### Signal wires on met1, run 1

Supply wires on this layer in gray.
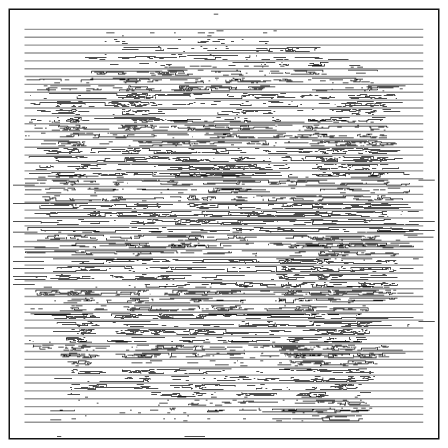
### Signal wires on met2, run 1

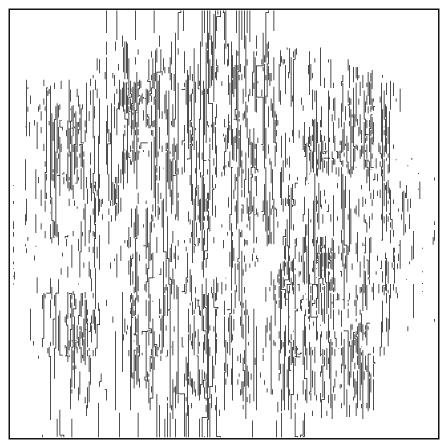
### Metal 3, run 1

The bar under the picture is 50 um long.
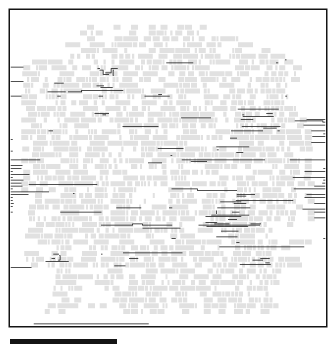
File: src/rtl/tmds_encoder_pipe_if.sv
// Pixel-side bundle for the TMDS encoder: mode/payload in,
// encoded symbols and running disparity out.
interface tmds_encoder_pipe_if #(
  parameter int NUM_CH = 3,
  parameter int DISP_W = 6
);
  logic                     in_ce;
  logic [1:0]               in_mode;
  logic [NUM_CH*8-1:0]      in_data;
  logic [NUM_CH*2-1:0]      in_ctrl;
  logic [NUM_CH*4-1:0]      in_terc;
  logic [NUM_CH*10-1:0]     out_tmds;
  logic [NUM_CH*DISP_W-1:0] out_disp;

  modport master (
    output in_ce, in_mode, in_data,
    output in_ctrl, in_terc,
    input  out_tmds, out_disp
  );

  modport slave (
    input  in_ce, in_mode, in_data,
    input  in_ctrl, in_terc,
    output out_tmds, out_disp
  );
endinterface

File: src/rtl/tmds_encoder_pipe.sv
// Two-stage TMDS/HDMI encoder: S1 builds q_m per lane,
// S2 applies running-disparity balancing or fixed codes.
module tmds_encoder_pipe #(
  parameter int NUM_CH = 3,
  parameter int DISP_W = 6
) (
  input logic            pix_clk,
  input logic            rst_n,
  tmds_encoder_pipe_if.slave bus
);

  localparam logic [9:0] CTRL0 = 10'b1101010100;

  typedef logic signed [DISP_W-1:0] disp_t;

  localparam disp_t ZERO  = disp_t'(0);
  localparam disp_t TWO   = disp_t'(2);
  localparam disp_t EIGHT = disp_t'(8);

  typedef struct packed {
    logic [8:0] qm;
    logic [3:0] n1;
    logic [1:0] ctrl;
    logic [3:0] terc;
  } s1_t;

  function automatic logic [3:0] ones8(
    input logic [7:0] v
  );
    logic [3:0] n;
    n = '0;
    for (int k = 0; k < 8; k++)
      n = n + {3'b000, v[k]};
    return n;
  endfunction

  function automatic logic [8:0] qm_of(
    input logic [7:0] d
  );
    logic [3:0] n;
    logic       xn;
    logic [8:0] q;
    n = ones8(d);
    xn = (n > 4'd4) ||
         (n == 4'd4 && !d[0]);
    q = '0;
    q[0] = d[0];
    for (int k = 1; k < 8; k++)
      q[k] = xn ? ~(q[k-1] ^ d[k])
                :  (q[k-1] ^ d[k]);
    q[8] = ~xn;
    return q;
  endfunction

  function automatic logic [9:0] ctrl_of(
    input logic [1:0] c
  );
    logic [9:0] s;
    unique case (c)
      2'd0: s = 10'b1101010100;
      2'd1: s = 10'b0010101011;
      2'd2: s = 10'b0101010100;
      2'd3: s = 10'b1010101011;
    endcase
    return s;
  endfunction

  function automatic logic [9:0] terc_of(
    input logic [3:0] t
  );
    logic [9:0] s;
    unique case (t)
      4'h0: s = 10'b1010011100;
      4'h1: s = 10'b1001100011;
      4'h2: s = 10'b1011100100;
      4'h3: s = 10'b1011100010;
      4'h4: s = 10'b0101110001;
      4'h5: s = 10'b0100011110;
      4'h6: s = 10'b0110001110;
      4'h7: s = 10'b0100111100;
      4'h8: s = 10'b1011001100;
      4'h9: s = 10'b0100111001;
      4'hA: s = 10'b0110011100;
      4'hB: s = 10'b1011000110;
      4'hC: s = 10'b1010001110;
      4'hD: s = 10'b1001110001;
      4'hE: s = 10'b0101100011;
      4'hF: s = 10'b1011000011;
    endcase
    return s;
  endfunction

  logic [1:0] mode_q;

  always_ff @(posedge pix_clk) begin
    if (!rst_n)
      mode_q <= 2'd0;
    else if (bus.in_ce)
      mode_q <= bus.in_mode;
  end

  for (genvar i = 0; i < NUM_CH; i++) begin : g_lane
    localparam logic [9:0] GUARD =
      (i % 3 == 1) ? 10'b0100110011
                   : 10'b1011001100;

    logic [8:0] qm;
    s1_t        s1_d;
    s1_t        s1_q;
    logic [9:0] sym_d;
    logic [9:0] sym_q;
    disp_t      cnt_d;
    disp_t      cnt_q;
    disp_t      n1s;
    disp_t      diff;
    logic       q8;
    logic [7:0] q;

    assign qm = qm_of(bus.in_data[8*i +: 8]);

    assign s1_d = '{
      qm:   qm,
      n1:   ones8(qm[7:0]),
      ctrl: bus.in_ctrl[2*i +: 2],
      terc: bus.in_terc[4*i +: 4]
    };

    always_ff @(posedge pix_clk) begin
      if (!rst_n) begin
        s1_q  <= '0;
        sym_q <= CTRL0;
        cnt_q <= ZERO;
      end else if (bus.in_ce) begin
        s1_q  <= s1_d;
        sym_q <= sym_d;
        cnt_q <= cnt_d;
      end
    end

    assign q8 = s1_q.qm[8];
    assign q  = s1_q.qm[7:0];

    // diff = N1 - N0 of q_m[7:0]
    assign n1s  = disp_t'({1'b0, s1_q.n1});
    assign diff = n1s + n1s - EIGHT;

    always_comb begin
      sym_d = CTRL0;
      cnt_d = ZERO;
      unique case (mode_q)
        2'd0: sym_d = ctrl_of(s1_q.ctrl);
        2'd2: sym_d = terc_of(s1_q.terc);
        2'd3: sym_d = GUARD;
        2'd1: begin
          unique case (1'b1)
            (cnt_q == ZERO ||
             s1_q.n1 == 4'd4): begin
              sym_d = {~q8, q8,
                       q8 ? q : ~q};
              cnt_d = q8 ? cnt_q + diff
                         : cnt_q - diff;
            end
            ((cnt_q > ZERO &&
              s1_q.n1 > 4'd4) ||
             (cnt_q < ZERO &&
              s1_q.n1 < 4'd4)): begin
              sym_d = {1'b1, q8, ~q};
              cnt_d = cnt_q - diff +
                      (q8 ? TWO : ZERO);
            end
            default: begin
              sym_d = {1'b0, q8, q};
              cnt_d = cnt_q + diff -
                      (q8 ? ZERO : TWO);
            end
          endcase
        end
      endcase
    end

    assign bus.out_tmds[10*i +: 10] = sym_q;
    assign bus.out_disp[DISP_W*i +: DISP_W] =
      cnt_q;
  end

endmodule

File: src/flat_wrapper.sv
// flat-port wrapper written by rule: the top's interface ports become plain ports
module tmds_encoder_pipe_flat 
#(
  parameter int NUM_CH = 3,
  parameter int DISP_W = 6
)
  (pix_clk, rst_n, bus_in_ce, bus_in_mode, bus_in_data, bus_in_ctrl, bus_in_terc, bus_out_tmds, bus_out_disp);
  tmds_encoder_pipe_if #(.NUM_CH(NUM_CH), .DISP_W(DISP_W)) bus_i ();
  input logic pix_clk;
  input logic rst_n;
  input wire logic [$bits(bus_i.in_ce)-1:0] bus_in_ce;
  input wire logic [$bits(bus_i.in_mode)-1:0] bus_in_mode;
  input wire logic [$bits(bus_i.in_data)-1:0] bus_in_data;
  input wire logic [$bits(bus_i.in_ctrl)-1:0] bus_in_ctrl;
  input wire logic [$bits(bus_i.in_terc)-1:0] bus_in_terc;
  output wire logic [$bits(bus_i.out_tmds)-1:0] bus_out_tmds;
  output wire logic [$bits(bus_i.out_disp)-1:0] bus_out_disp;
  assign bus_i.in_ce = bus_in_ce;
  assign bus_i.in_mode = bus_in_mode;
  assign bus_i.in_data = bus_in_data;
  assign bus_i.in_ctrl = bus_in_ctrl;
  assign bus_i.in_terc = bus_in_terc;
  assign bus_out_tmds = bus_i.out_tmds;
  assign bus_out_disp = bus_i.out_disp;
  tmds_encoder_pipe #(.NUM_CH(NUM_CH), .DISP_W(DISP_W)) u_core (.pix_clk(pix_clk), .rst_n(rst_n), .bus(bus_i));
endmodule
File: config.mk
export PLATFORM = sky130hd
export DESIGN_NAME = tmds_encoder_pipe_flat
export DESIGN_NICKNAME = d
export VERILOG_FILES = /design/src/rtl/tmds_encoder_pipe_if.sv /design/src/rtl/tmds_encoder_pipe.sv /design/src/flat_wrapper.sv
export SDC_FILE = /design/constraint.sdc
export NUM_CORES = 1
export LEC_CHECK = 0
export ABC_CLOCK_PERIOD_IN_PS = 13200
export CAP_MARGIN = 0
export CORE_MARGIN = 5
export CORE_UTILIZATION = 50
export DETAILED_ROUTE_END_ITERATION = 6
export GPL_TIMING_DRIVEN = 0
export PLACE_DENSITY = 0.69
export REMOVE_ABC_BUFFERS = 1
export SLEW_MARGIN = 20
export SYNTH_ARGS = -nofsm -noshare
export SYNTH_HDL_FRONTEND = slang
export SYNTH_SLANG_ARGS = --single-unit
export TNS_END_PERCENT = 100
File: constraint.sdc
create_clock -name pix_clk -period 13.2 [get_ports pix_clk]
set_input_delay 2.64 -clock pix_clk [delete_from_list [all_inputs] [get_ports pix_clk]]
set_output_delay 2.64 -clock pix_clk [all_outputs]
set_load 0.005 [all_outputs]
==> summary.txt, run 1 <==
impl run done, here's what came out: Max-area cell share 0.2874, CTS Buffer Depth 2, CTS tree built, status finished, final reports clean, Layout area overhead 17.28%, drt first-iter violations 448, Hold Crit Depth 2, vias in the first global route 7502, Clock Power 448 uW, final hold slack 0.4652 ns, CP max-delay cell fa_1, P_int 1.102 mW, Worst Path Arrival 9.16 ns, Critical Path, Cell by Cell clkdlybuf4s50_1 > ha_1 > inv_1 > fa_1 > fa_1 > inv_1 > fa_1 > fa_1 > nor3b_1 > o21ai_1 > a21oi_1 > xnor2_1 > ha_1 > inv_1 > fa_1 > inv_1 > fa_1 > fa_1 > inv_1 > fa_1 > xnor2_1 > nand2_1 > o21ai_0 > and2_1, CTS root buf clkbuf_16, post-route design area 0.01119 mm2, antenna violations before repair 0, total core area 0.01877 mm2, Startpoint Class primary input, share of cells above drive strength 1 0.05833, final core utilization 0.5964, Crit. End Element flop, Combinational Gates 812, Worst R2R End u_core.g_lane[1].cnt_q[5]
## Picture notes: 'Signal wires on met1'
main direction = horizontal
longest straight run = 41.4 um
wire length on this layer = 11000 um
share of all routed wire = 48%

## Picture notes: 'Signal wires on met2'
share of all routed wire = 46%
wire length on this layer = 10400 um
main direction = vertical

## Picture notes: 'Metal 3'
longest straight run = 53.6 um
nets with wire on the layer = 105
share of all routed wire = 4.8%
main direction = horizontal

### Clock nets, run 1

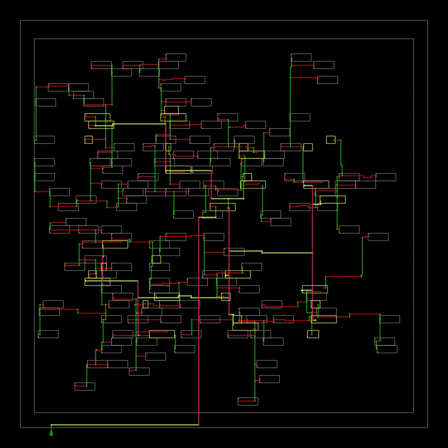

==> run 2, diff against run 1 <==
ABC_CLOCK_PERIOD_IN_PS = 7600   (was 13200)
PLACE_DENSITY = 0.72   (was 0.69)
clock period = 7.6 ns   (was 13.2 ns; I/O delays follow)
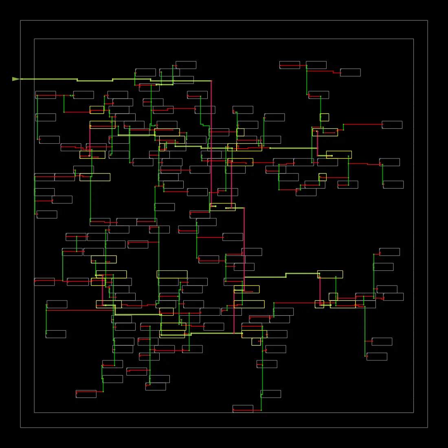
*Clock nets, run 2*
Clock Power: 912 uW
clkbuf count: 20
number of buffers created by CTS: 17
clk ins delay skew pair: 0.42 ns
Final Skew: 0.008973 ns

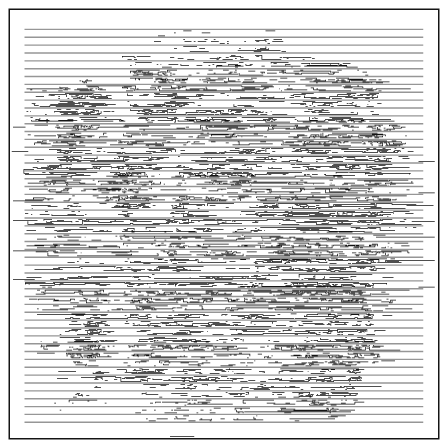
*Signal wires on met1, run 2*
Supply wires on this layer in gray.
main direction = horizontal
share of all routed wire = 47%
wire length on this layer = 10800 um
longest straight run = 36.8 um

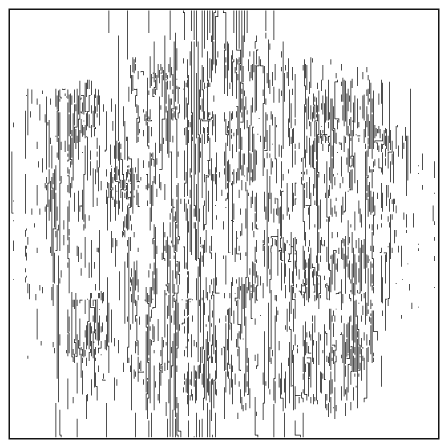
*Signal wires on met2, run 2*
main direction = vertical
share of all routed wire = 46%
longest straight run = 60.9 um
wire length on this layer = 10600 um
nets with wire on the layer = 1059

==> summary.txt, run 2 <==
impl run done, here's what came out: status finished, final reports clean, Crit. End Element flop, Startpoint Class primary input, post-CTS sizing 1, Worst R2R End u_core.g_lane[1].sym_q[1], synthesized area per cell 8.708 um2, Critical Path, Cell by Cell clkdlybuf4s50_1 > ha_1 > inv_1 > fa_1 > fa_1 > inv_1 > fa_1 > fa_1 > nor3b_1 > o21ai_1 > a21oi_2 > xnor2_1 > ha_1 > inv_1 > fa_1 > inv_1 > fa_1 > fa_1 > inv_1 > fa_1 > xnor2_1 > nand2_1 > o21ai_0 > and2_1, top layer reached by signal wires met4, Max-area cell class multi-input combinational cells, WL met2 10.65 mm, highest-power group combinational logic, CTS Buffer Depth 2, met1 Use GR 0.2895, CTS root buf clkbuf_16, DPL Wire Length 17.10 mm, share of cells above drive strength 1 0.06081, Hold Crit Depth 2, met2 GRT Util 0.3423, final core utilization 0.6021, vias in the first global route 7669, setup TNS 0 ns, CP max-delay cell fa_1, max-slew violations 0, P_int 2.064 mW, Flop area 0.002744 mm2, antenna violations before repair 0, DR pass1 iterations 5, layer with the highest usage met2, Layout area overhead 18.41%, CTS tree built, post-route design area 0.01130 mm2, Unique cell types 75, Worst Max-Slew Pin Slew 0.9109 ns, Met1 Wirelength 10.79 mm, Signal inverters 106, worst hold endpoint u_core.g_lane[0].sym_q[1], Max-area cell share 0.2874, hold bufs inserted after CTS 0, Worst Path Arrival 7.60 ns, drt first-iter violations 453, Commonest Layout Cell dfxtp_1, total core area 0.01877 mm2, Combinational Gates 812, via count 7940, total design power 3.295 mW
Power and IR drop assume default switching activity.
